<file path="config.mk">
export PLATFORM = sky130hd
export DESIGN_NAME = viterbi_decoder_param
export DESIGN_NICKNAME = d
export VERILOG_FILES = /design/src/rtl/viterbi_pkg.sv /design/src/rtl/viterbi_acs_unit.sv /design/src/rtl/viterbi_decoder_param.sv
export SDC_FILE = /design/constraint.sdc
export NUM_CORES = 1
export LEC_CHECK = 0
export ABC_AREA = 1
export CELL_PAD_IN_SITES_DETAIL_PLACEMENT = 1
export CELL_PAD_IN_SITES_GLOBAL_PLACEMENT = 1
export CORE_MARGIN = 8
export CORE_UTILIZATION = 46
export CTS_BUF_LIST = sky130_fd_sc_hd__clkbuf_4 sky130_fd_sc_hd__clkbuf_8
export CTS_CLUSTER_SIZE = 14
export DETAILED_ROUTE_END_ITERATION = 16
export PLACE_DENSITY = 0.9
export SLEW_MARGIN = 10
export SYNTH_ARGS = -nofsm -noshare
export SYNTH_HDL_FRONTEND = slang
export SYNTH_HIERARCHICAL = 1
export SYNTH_SLANG_ARGS = --single-unit
</file>
<file path="constraint.sdc">
create_clock -name clk -period 3.57 [get_ports clk]
set_input_delay 0.714 -clock clk [delete_from_list [all_inputs] [get_ports clk]]
set_output_delay 0.714 -clock clk [all_outputs]
set_load 0.02 [all_outputs]
</file>
<file path="src/rtl/viterbi_pkg.sv">
// Shared types and helpers for the K=3 rate-1/2 hard-decision Viterbi decoder.
package viterbi_pkg;

    localparam int K = 3;
    localparam int NUM_STATES = 4;
    localparam logic [2:0] G0_DEF = 3'b111;
    localparam logic [2:0] G1_DEF = 3'b101;

    typedef enum logic [1:0] {
        IDLE,
        ACS,
        TRACE,
        DONE
    } vit_state_e;

    // Branch label {G0 symbol, G1 symbol} for input u leaving state s.
    function automatic logic [1:0] sym_bits(
        input logic [2:0] g0,
        input logic [2:0] g1,
        input logic       u,
        input logic [1:0] s
    );
        logic [2:0] r;
        r = {u, s};
        return {^(g0 & r), ^(g1 & r)};
    endfunction

    function automatic logic [1:0] hamming2(
        input logic [1:0] a,
        input logic [1:0] b
    );
        logic [1:0] x;
        x = a ^ b;
        return {1'b0, x[1]} + {1'b0, x[0]};
    endfunction

endpackage

</file>
<file path="src/rtl/viterbi_acs_unit.sv">
// Add-compare-select for one trellis state; ties resolve to the even predecessor.
module viterbi_acs_unit #(
    parameter int PM_W = 6
) (
    input  logic [PM_W-1:0] pm0,
    input  logic [PM_W-1:0] pm1,
    input  logic [1:0]      bm0,
    input  logic [1:0]      bm1,
    output logic [PM_W-1:0] pm_new,
    output logic            dec
);

    logic [PM_W-1:0] sum0;
    logic [PM_W-1:0] sum1;

    always_comb begin
        sum0   = pm0 + PM_W'(bm0);
        sum1   = pm1 + PM_W'(bm1);
        dec    = sum1 < sum0;
        pm_new = dec ? sum1 : sum0;
    end

endmodule

</file>
<file path="src/rtl/viterbi_decoder_param.sv">
// Block-mode Viterbi decoder: captures a frame, runs N ACS steps, then N trace-back steps.
module viterbi_decoder_param
    import viterbi_pkg::*;
#(
    parameter int         MSG_LEN   = 8,
    parameter logic [2:0] G0        = G0_DEF,
    parameter logic [2:0] G1        = G1_DEF,
    parameter bit         TAIL_ZERO = 1'b1,
    localparam int        PM_W      = $clog2(4*MSG_LEN+2)
) (
    input  logic                 clk,
    input  logic                 rst_n,
    input  logic                 en,
    input  logic [2*MSG_LEN-1:0] in_data,
    input  logic                 in_valid,
    output logic                 in_ready,
    output logic [MSG_LEN-1:0]   out_data,
    output logic [PM_W-1:0]      out_metric,
    output logic                 out_valid,
    input  logic                 out_ready,
    output logic                 done_flag
);

    localparam int FW    = 2*MSG_LEN;
    localparam int CNT_W = $clog2(MSG_LEN);
    localparam logic [PM_W-1:0]  INF  = PM_W'(2*MSG_LEN+1);
    localparam logic [CNT_W-1:0] LAST = CNT_W'(MSG_LEN-1);

    typedef logic [NUM_STATES-1:0][PM_W-1:0] pm_t;
    localparam pm_t PM_INIT = {INF, INF, INF, PM_W'(0)};

    vit_state_e                        state_q, state_d;
    logic [CNT_W-1:0]                  cnt_q, cnt_d;
    logic [FW-1:0]                     frame_q, frame_d;
    pm_t                               pm_q, pm_d, acs_pm;
    logic [MSG_LEN-1:0][NUM_STATES-1:0] dec_q, dec_d;
    logic [NUM_STATES-1:0]             acs_dec;
    logic [1:0]                        tb_q, tb_d, tb_cur, best;
    logic                              first_q, first_d;
    logic [MSG_LEN-1:0]                data_q, data_d;
    logic [PM_W-1:0]                   metric_q, metric_d;
    logic                              in_ready_q, in_ready_d;
    logic                              out_valid_q, out_valid_d;
    logic                              done_q, done_d;
    logic [1:0]                        pair;

    assign pair = frame_q[FW-1 -: 2];

    // Next state ns is reached from {ns[0],0} and {ns[0],1} with input ns[1].
    for (genvar g = 0; g < NUM_STATES; g++) begin : g_acs
        localparam logic [1:0] NS = 2'(g);
        localparam logic [1:0] P0 = {NS[0], 1'b0};
        localparam logic [1:0] P1 = {NS[0], 1'b1};
        logic [1:0] bm0;
        logic [1:0] bm1;
        assign bm0 = hamming2(pair, sym_bits(G0, G1, NS[1], P0));
        assign bm1 = hamming2(pair, sym_bits(G0, G1, NS[1], P1));
        viterbi_acs_unit #(.PM_W(PM_W)) u_acs (
            .pm0    (pm_q[P0]),
            .pm1    (pm_q[P1]),
            .bm0    (bm0),
            .bm1    (bm1),
            .pm_new (acs_pm[g]),
            .dec    (acs_dec[g])
        );
    end

    always_comb begin
        best = 2'd0;
        if (!TAIL_ZERO) begin
            for (int i = 1; i < NUM_STATES; i++) begin
                if (pm_q[i] < pm_q[best]) best = 2'(i);
            end
        end
        tb_cur = first_q ? best : tb_q;
    end

    always_comb begin
        state_d  = state_q;
        cnt_d    = cnt_q;
        frame_d  = frame_q;
        pm_d     = pm_q;
        dec_d    = dec_q;
        tb_d     = tb_q;
        first_d  = first_q;
        data_d   = data_q;
        metric_d = metric_q;
        unique case (state_q)
            IDLE: begin
                if (in_valid) begin
                    frame_d = in_data;
                    pm_d    = PM_INIT;
                    cnt_d   = '0;
                    state_d = ACS;
                end
            end
            ACS: begin
                frame_d        = frame_q << 2;
                pm_d           = acs_pm;
                dec_d[cnt_q]   = acs_dec;
                if (cnt_q == LAST) begin
                    first_d = 1'b1;
                    state_d = TRACE;
                end else begin
                    cnt_d = cnt_q + 1'b1;
                end
            end
            TRACE: begin
                first_d              = 1'b0;
                data_d[LAST - cnt_q] = tb_cur[1];
                tb_d                 = {tb_cur[0], dec_q[cnt_q][tb_cur]};
                if (first_q) metric_d = pm_q[tb_cur];
                if (cnt_q == '0) begin
                    state_d = DONE;
                end else begin
                    cnt_d = cnt_q - 1'b1;
                end
            end
            DONE: begin
                if (out_ready) state_d = IDLE;
            end
            default: state_d = IDLE;
        endcase
        in_ready_d  = state_d == IDLE;
        out_valid_d = state_d == DONE;
        done_d      = (state_d == DONE) && (state_q != DONE);
    end

    always_ff @(posedge clk or negedge rst_n) begin
        if (!rst_n) begin
            state_q     <= IDLE;
            cnt_q       <= '0;
            frame_q     <= '0;
            pm_q        <= PM_INIT;
            dec_q       <= '0;
            tb_q        <= '0;
            first_q     <= 1'b0;
            data_q      <= '0;
            metric_q    <= '0;
            in_ready_q  <= 1'b1;
            out_valid_q <= 1'b0;
            done_q      <= 1'b0;
        end else if (en) begin
            state_q     <= state_d;
            cnt_q       <= cnt_d;
            frame_q     <= frame_d;
            pm_q        <= pm_d;
            dec_q       <= dec_d;
            tb_q        <= tb_d;
            first_q     <= first_d;
            data_q      <= data_d;
            metric_q    <= metric_d;
            in_ready_q  <= in_ready_d;
            out_valid_q <= out_valid_d;
            done_q      <= done_d;
        end
    end

    assign in_ready   = in_ready_q;
    assign out_valid  = out_valid_q;
    assign done_flag  = done_q;
    assign out_data   = data_q;
    assign out_metric = metric_q;

endmodule

</file>
clk_routes.png
Bar = 50 µm.
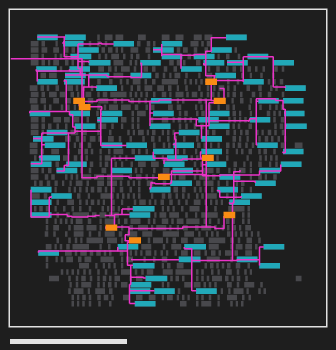
Key: orange = clock drivers [count 9]; magenta = clock wires [length 1400 µm]; cyan = flip-flops [count 97]
There are 10 routed clock nets.
clk_skew: 0.008429 ns
clk latency late pin: 0.38 ns

flops_by_reg.png
Bar = 50 µm. Other sequential cells in the stronger grey, the rest of the logic in the fainter grey.
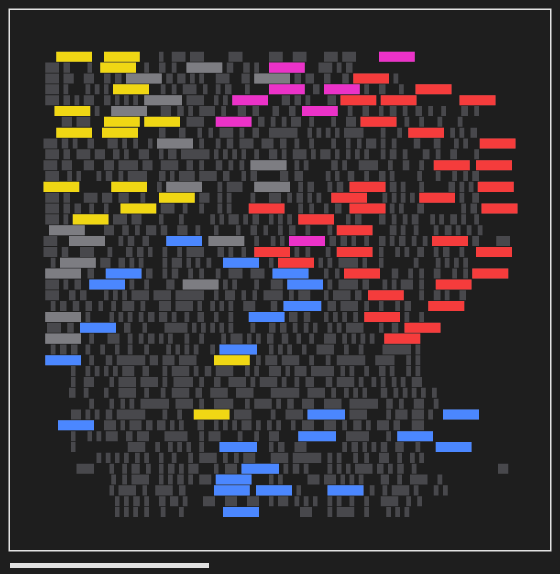
Key: blue = pm_q [placed flops 24]; magenta = out_data [placed flops 8, where top centre]; yellow = frame_q [placed flops 16]; red = dec_q [placed flops 32]
Another 17 sequential cells are not coloured.
register share of the cell area: 33.19%

sizes.png
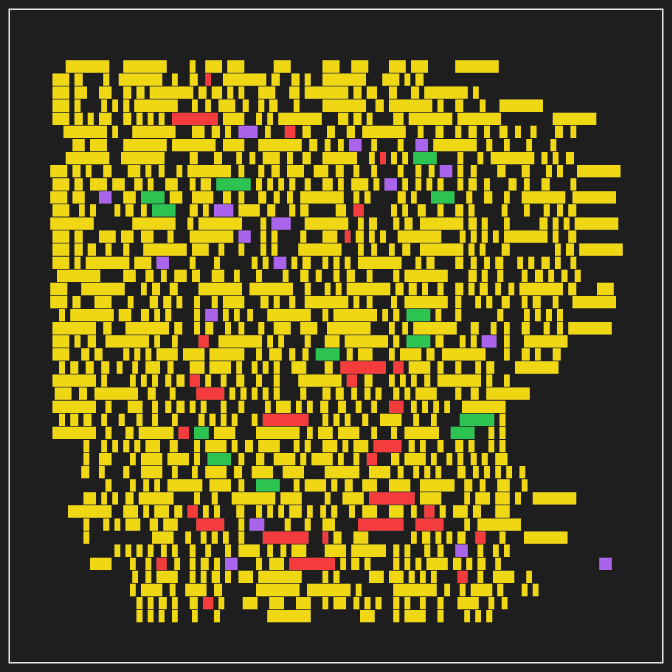
Key: green = _6 and larger [cells 13, share 1.4%]; red = _2 cells [cells 30, share 3.2%]; purple = _3 and _4 cells [cells 17, share 1.8%]; yellow = _0 and _1 cells [cells 873, share 94%]
Non-clock buffers: 46
Area Growth Syn to Fin: 11.75%
final instance area: 7341 µm²

metal_density.png
27 x 27 tiles, from dark blue (low) to red (high), scaled to the fullest tile. Values are wire area over tile area, all layers added.
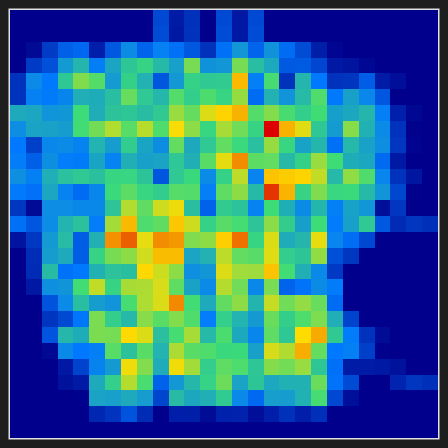
The densest ninth of the die: centre. 26% of the tiles are nearly empty. The mean over all tiles is 0.16. The fullest tile reaches 0.53. 23% of the tiles are over half the peak.
vias: 5850
GRT Resource Usage Total: 21.36%
Post-Route WL: 18.38 mm
DR WL/cell: 16.52 µm

==> qor.yml <==
setup_path:
  reg2reg_setup_slack_ns: 0.28
  r2r-start: "frame_q[14]"
  cp_data_arrival_time_ns: 3.56
  critPathLaunchType: "register"
  path_class: "reg2reg"
  cp-startpoint: "frame_q[14]"
  worstPathRequired_ns: 3.84
  cp-end-kind: "register"
  worstPathCellList: "inv_1 > ha_1 > inv_1 > ha_1 > fa_1 > nand3_1 > xor2_1 > inv_1 > ha_1 > nand2_1 > inv_1 > nand2_1 > nand2_1 > inv_1 > nand2_2 > nand2_1 > nand2_1 > a22o_1"
  crit_slowest_cell: "fa_1"
  max_stage_delay_ns: 0.41
  critPathMaxFanout: 6
timing:
  drv_slew: 0
  period_used_pct: 92.12
  finalSetupTns_ns: 0
  finalSetupViolCount: 0
  worst_pin_slew_ns: 0.6234
  fin_ws_ns: 0.2815
  hold_slack_ns: 0.3445
  min_period_ns: 3.289
  maxSlewHeadroom_pct: 58.44
  rsz0062_at_grt: "no"
  hold_viol: 0
  fmax_mhz: 304.1
final_layout:
  comb_area_um2: 3437
  layout.cells.non_filler: 1113
  nNetsFinal: 1002
  drive_gt1_share_pct: 6.431
  antennaDiodeCount: 0
  fillers: 1786
  flop_area_um2: 2436
cts:
  cts-root-buf: "clkbuf_8"
  clockBufferDepth: 2
  cts_resized: 0
  clock_sinks: 97
  cts_setup_buffers: 0
  cts_tree: "built"
  cts.htree.levels: 3
  cts_made_buffers: 9
  path_clk_slew_ns: 0.10
  cts_hold_buf: 0
routing:
  drtIter0Drc: 310
  drt_pass1_iterations: 6
  drtAntennaViolNets: 0
  viasPerCell: 5.256
  drc: 0
logic_synthesis:
  yosysUniqueCellTypes: 37
  synth-seq-cells: 97
  edf_count: 0
  synth_top_cell_by_area: "dfrtp_1"
  ys_area_um2: 6569
  synthArstFlopShare_pct: 100.0
  syn_avg_cell_area_um2: 7.397
  syn-instance-count: 888
  ys_seq_share_pct: 37.09
  synth.most_common_cell: "nand2_1"
  yosys_warnings: 6
  synthFlopType: "dfrtp_1"
  synth_area_um2: 6569
  synth_nets: 962
  topCellsByArea: "dfrtp_1 (34%), nand2_1 (17%), inv_1 (9.0%)"
  ys_top_cells_by_count: "nand2_1 (293), inv_1 (157), dfrtp_1 (90)"
  ys_cells: 888
place:
  dp_slack_ns: 0.2455
  placed_cells: 1097
  post-dp-hpwl_mm: 14.04
  place.gp.congestion: 0.8991
  numPortBuffers: 37
floorplanning:
  die_height_um: 135.5
  dieArea_um2: 18360
  fp_util_pct: 47.14
  ioPinCount: 38
  core.rowCount: 43
  die_w_um: 135.5
  core_um2: 13930
job:
  drv_cap: 0
  warnings: 32
global_routing:
  grt_start_max_net_pins: 54
  grt_antenna_before_repair: 0
  grt_pass1_vias: 6267
  grt_overflow: 0
  grt_pass1_wl_mm: 31.47
outcome:
  status: "complete, no violations"
min_path:
  hp-class: "in2async"
-- path summary, 6_finish.rpt --
check | end | cells past startpoint
setup / recovery | pm_q[11] | 18
max in group asynchronous | in_ready | 2
hold reg to reg | in_ready | 2
min in group clk | in_ready | 2
setup reg to reg | pm_q[11] | 18
hold / removal | pm_q[21] | 1
-- flip-flops by register name, summed over array words and instances (netlist names), 2 cells and up --
name / count
state_q: 2
tb_q: 2
pm_q: 24
dec_q: 32
out_metric: 6
cnt_q: 3
out_data: 8
frame_q: 16
-- critical path: cells and delay by family, from the launching register on --
| family | cells | cell delay [ns] |
|---|---|---|
| flops | 1 | 0.39 |
| simple gates | 7 | 0.63 |
| compound gates | 1 | 0.20 |
| xor+xnor | 1 | 0.19 |
| buf+inv | 5 | 0.48 |
| fa+ha+maj | 4 | 1.29 |
-- routing by layer --
metal  vias up  global-route usage, %  wire length (µm)
li1       2863                      -                 -
met3        24                  4.414               718
met1      2866                  27.05              8231
met5         -                      0                 0
met4         0                  5.676               313
met2        97                  36.23              9121
-- through the flow --
| step | instance area (µm²) | utilization (%) |
|---|---|---|
| 2_1_floorplan | 6569 | - |
| 6_report | 7341 | 52.68 |
| 3_3_place_gp | 7151 | 51.32 |
| 5_1_grt | 7341 | 52.68 |
| 3_5_place_dp | 7151 | 51.32 |
| 4_1_cts | 7337 | 52.65 |
-- cell type report --
type	count	area share, %
tap	180	3.068
multi-input combinational	612	46.82
sequential	97	33.19
clock buffer	13	2.182
timing repair buffer	46	6.102
clock inverter	3	0.3579
inverter	162	8.284
-- cells by family (layout without fill, tap and decap cells) --
logic type	after synthesis	after routing	share of synthesized area [%]
AND/OR/NAND/NOR	406	406	25.94
XOR/XNOR	22	22	3.390
flip-flops	97	97	37.09
AND-OR/OR-AND	131	131	11.81
buffers and inverters	179	224	10.65
adder cells (fa/ha/maj)	53	53	11.12
-- cells in the final DEF, fill, tap and decap left out, drive strengths merged --
| cell | count |
|---|---|
| fa | 9 |
| o21ai | 76 |
| nor2 | 36 |
| buf | 10 |
| nand4 | 2 |
| nand2 | 303 |
| a22o | 10 |
| xnor2 | 5 |
| clkinv | 3 |
| o211ai | 14 |
| ha | 44 |
| o21a | 3 |
| xor2 | 17 |
| o22a | 6 |
| clkdlybuf4s50 | 36 |
| dfstp | 7 |
| clkbuf | 13 |
| o22ai | 2 |
| dfrtp | 90 |
| a21oi | 14 |
| inv | 162 |
| nor3 | 2 |
| nand3b | 8 |
| nand3 | 55 |
| a32o | 2 |
| a31oi | 4 |
